===== config.mk =====
export PLATFORM = sky130hd
export DESIGN_NAME = shift_seq
export DESIGN_NICKNAME = d
export VERILOG_FILES = /design/src/rtl/shift_seq.sv
export SDC_FILE = /design/constraint.sdc
export NUM_CORES = 1
export LEC_CHECK = 0
export CAP_MARGIN = 10
export CORE_ASPECT_RATIO = 1.25
export CORE_MARGIN = 5
export CORE_UTILIZATION = 25
export CTS_CLUSTER_SIZE = 40
export DETAILED_ROUTE_END_ITERATION = 10
export PLACE_DENSITY_LB_ADDON = 0.15
export SYNTH_ARGS = -nofsm -noshare
export SYNTH_HDL_FRONTEND = slang
export SYNTH_SLANG_ARGS = --single-unit

===== constraint.sdc =====
create_clock -name clk -period 1.9 [get_ports clk]
set_input_delay 0.475 -clock clk [delete_from_list [all_inputs] [get_ports clk]]
set_output_delay 0.475 -clock clk [all_outputs]
set_load 0.03 [all_outputs]

===== src/rtl/shift_seq.sv =====
// ---------------------------------------------------------------------------
// shift_seq
//   Multi-cycle shifter/rotator. A request latches an operand, an operation
//   and a step count. The block then moves the operand one bit position per
//   clock until the count reaches zero, and pulses done for one cycle.
//
// Ports
//   clk    in   rising-edge clock
//   reset  in   asynchronous, active-low reset
//   start  in   request strobe; accepted in IDLE or DONE, ignored in SHIFT
//   inA    in   [WIDTH-1:0] operand
//   inC    in   [SHW-1:0]   number of single-bit steps (0..2^SHW-1)
//   op     in   [1:0]       00 lsl, 01 rol, 10 ror, 11 asl with overflow
//   busy   out  high exactly while in SHIFT
//   done   out  high exactly in DONE (one cycle)
//   ans    out  [WIDTH-1:0] working register (intermediate, then final value)
//   ovf    out  sticky overflow for op=11, cleared on acceptance
//
// Handshake: start is a level sampled on the rising edge. A request is
// taken when start=1 and the FSM is in IDLE or DONE; there is no ready
// output, busy=1 marks the cycles in which start is ignored.
// ---------------------------------------------------------------------------
module shift_seq #(
  parameter int WIDTH = 4,
  parameter int SHW   = 2
) (
  input  logic             clk,
  input  logic             reset,
  input  logic             start,
  input  logic [WIDTH-1:0] inA,
  input  logic [SHW-1:0]   inC,
  input  logic [1:0]       op,
  output logic             busy,
  output logic             done,
  output logic [WIDTH-1:0] ans,
  output logic             ovf
);

  typedef enum logic [1:0] {
    IDLE  = 2'd0,
    SHIFT = 2'd1,
    DONE  = 2'd2
  } state_t;

  localparam logic [SHW-1:0] CNT_ONE = SHW'(1);

  state_t           state_q, state_d;
  logic [WIDTH-1:0] work_q,  work_d;
  logic [1:0]       op_q,    op_d;
  logic [SHW-1:0]   cnt_q,   cnt_d;
  logic             ovf_q,   ovf_d;
  logic             busy_q,  busy_d;
  logic             done_q,  done_d;

  logic             accept;
  logic [WIDTH-1:0] step_val;
  logic             step_ovf;

  // One single-bit step of the latched operation.
  always_comb begin
    step_val = work_q;
    step_ovf = 1'b0;
    case (op_q)
      2'b00: step_val = {work_q[WIDTH-2:0], 1'b0};
      2'b01: step_val = {work_q[WIDTH-2:0], work_q[WIDTH-1]};
      2'b10: step_val = {work_q[0], work_q[WIDTH-1:1]};
      default: begin
        step_val = {work_q[WIDTH-2:0], 1'b0};
        // Sign changes when the two top bits differ before the step.
        step_ovf = work_q[WIDTH-1] ^ work_q[WIDTH-2];
      end
    endcase
  end

  assign accept = start && (state_q != SHIFT);

  always_comb begin
    state_d = state_q;
    work_d  = work_q;
    op_d    = op_q;
    cnt_d   = cnt_q;
    ovf_d   = ovf_q;
    case (state_q)
      IDLE, DONE: begin
        if (accept) begin
          work_d  = inA;
          op_d    = op;
          cnt_d   = inC;
          ovf_d   = 1'b0;
          state_d = (inC != '0) ? SHIFT : DONE;
        end else if (state_q == DONE) begin
          state_d = IDLE;
        end
      end
      SHIFT: begin
        work_d = step_val;
        ovf_d  = ovf_q | step_ovf;
        cnt_d  = cnt_q - CNT_ONE;
        if (cnt_q == CNT_ONE) begin
          state_d = DONE;
        end
      end
      default: state_d = IDLE;
    endcase
    // Status flags are registered copies of the next state so they line up
    // with state_q without any input-to-output path.
    busy_d = (state_d == SHIFT);
    done_d = (state_d == DONE);
  end

  always_ff @(posedge clk or negedge reset) begin
    if (!reset) begin
      state_q <= IDLE;
      work_q  <= '0;
      op_q    <= 2'b00;
      cnt_q   <= '0;
      ovf_q   <= 1'b0;
      busy_q  <= 1'b0;
      done_q  <= 1'b0;
    end else begin
      state_q <= state_d;
      work_q  <= work_d;
      op_q    <= op_d;
      cnt_q   <= cnt_d;
      ovf_q   <= ovf_d;
      busy_q  <= busy_d;
      done_q  <= done_d;
    end
  end

  assign busy = busy_q;
  assign done = done_q;
  assign ans  = work_q;
  assign ovf  = ovf_q;

endmodule


==> run notes <==
Main metrics from the flow reports.

The count of nets after finishing came out at 101. The global-route wire length before repair is 2.94 mm. The number of global-route vias before repair came to 603.

For this design, Yosys synthesis ends with a cell count of 63. Internal power comes to 0.000999 W. After synthesis, the share of cell area in mux cells is 0.0836. The delay of the slowest critical-path stage is 0.67 ns.

By area the synthesized netlist is led by dfrtp_1 (44%), ha_1 (6.8%), buf_6 (4.6%). After its last routability iteration, the placer logged a weighted congestion of 0.778. The final-report max-slew violation count is 0.

The number of cells on the worst reg-to-reg path is 4. Measured on the final layout, the clock distribution area share stands at 0.0269. For this run, the register share of the synthesized area comes to 0.444. The flow ran to the end, and the final reports show no timing, DRC or antenna violations. In the synthesized netlist the async set-or-reset flop fraction comes to 1.00. The share of the cycle needed by the critical path after routing is 0.934. The timing endpoint of the critical path is ovf. TritonCTS built the clock tree. The fraction of area in non-clock buffers came out at 0.217.

The area of the placeable core came out at 2890 µm². The critical path depth came out at 1. The clock latency reported for the late side of the worst-skew pair is 0.27 ns. The clock network fraction of total power is 0.097. Of all nets on the critical path, the largest fanout is 2.

The worst-case setup slack after placement came out at 0.208 ns. The power in combinational cells came out at 0.00101 W. The routed wire length on met3 came out at 110 µm. After synthesis, the mean cell area works out to 11.6 µm².

For this block, the initial DRC count from the detailed router was 24. In this run, synthesis inferred 0 flip-flops with an integrated enable. Hold is met by 0.510 ns. The tightest min-delay check is of the in -> async type. Counting flops and latches in the post-synthesis netlist gives 13.

The biggest area contributor in the post-synthesis netlist is dfrtp_1. The minimum clock period is 1.77 ns.
**Wiring by layer**

Two of the layers only.
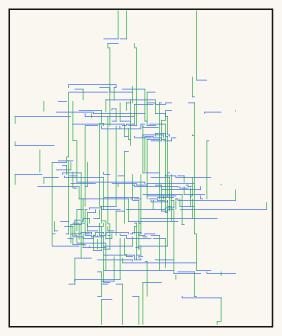
legend:
  met2:
    colour: green
    wire_length: 832 µm
  met1:
    colour: blue
    wire_length: 738 µm
routed len/inst: 14.0 µm
gr usage total: 0.0939

**Sequential cells grouped by signal name**

Bar = 20 µm. Other sequential cells in the stronger grey, the rest of the logic in the fainter grey.
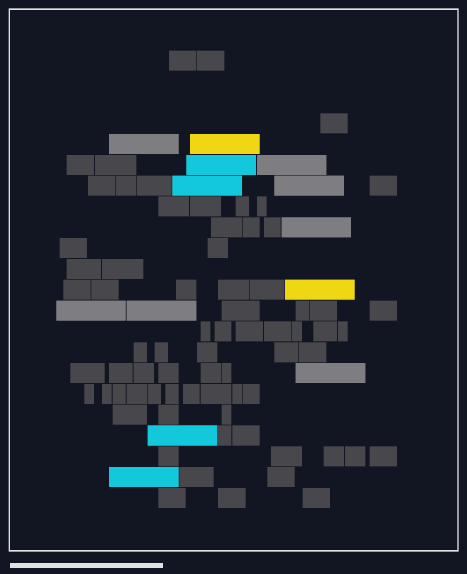
legend:
  `cnt_q`:
    colour: yellow
    sequential_cells: 2
  `ans`:
    colour: cyan
    sequential_cells: 4
not coloured: 7
sequential-cell power consumption: 0.000545 W
sequential cell area in the final layout: 325 µm²
sequential share of cell area: 0.332

**Nets reached from selected ports**

Bar = 20 µm.
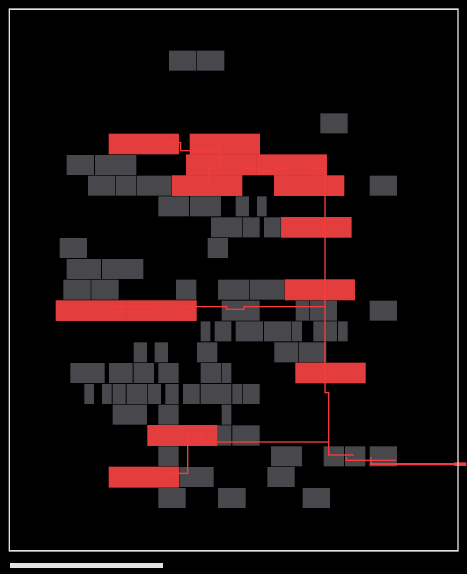
legend:
  `reset`:
    colour: red
    bits: 1
    direction: input
    edge: right
    end_cells: 13
    buffers: 2
    wire: 133 µm
count of boundary I/O pins: 18
IO buf count: 17

**Clock nets**

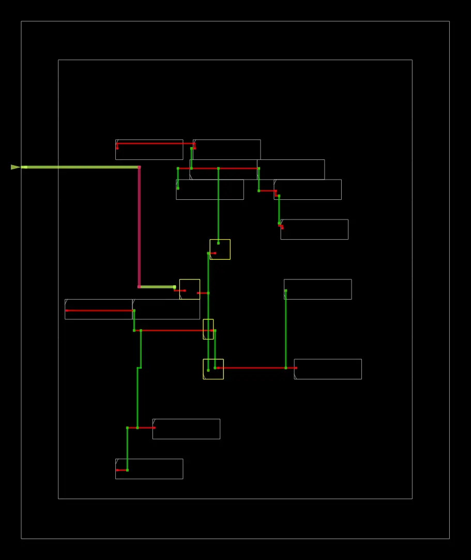
number of clock buffers inserted by TritonCTS: 3
CTS sink count: 13

**Routed metal per tile**

The die is cut into 12 by 14 equal tiles; dark blue is low, red is high, scaled to the fullest tile. Values are wire area over tile area, all layers added.
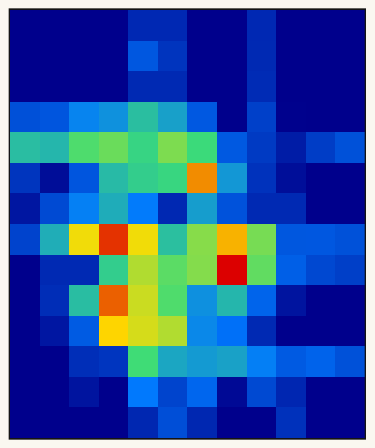
emptiest ninth of the die: top right
nearly empty tiles: 35%
fullest tile: 0.34
densest ninth of the die: middle
detailed-route wire length: 1.70 mm
routed via count: 563

Power figures rest on the tool's default switching activity, not on a simulated workload.
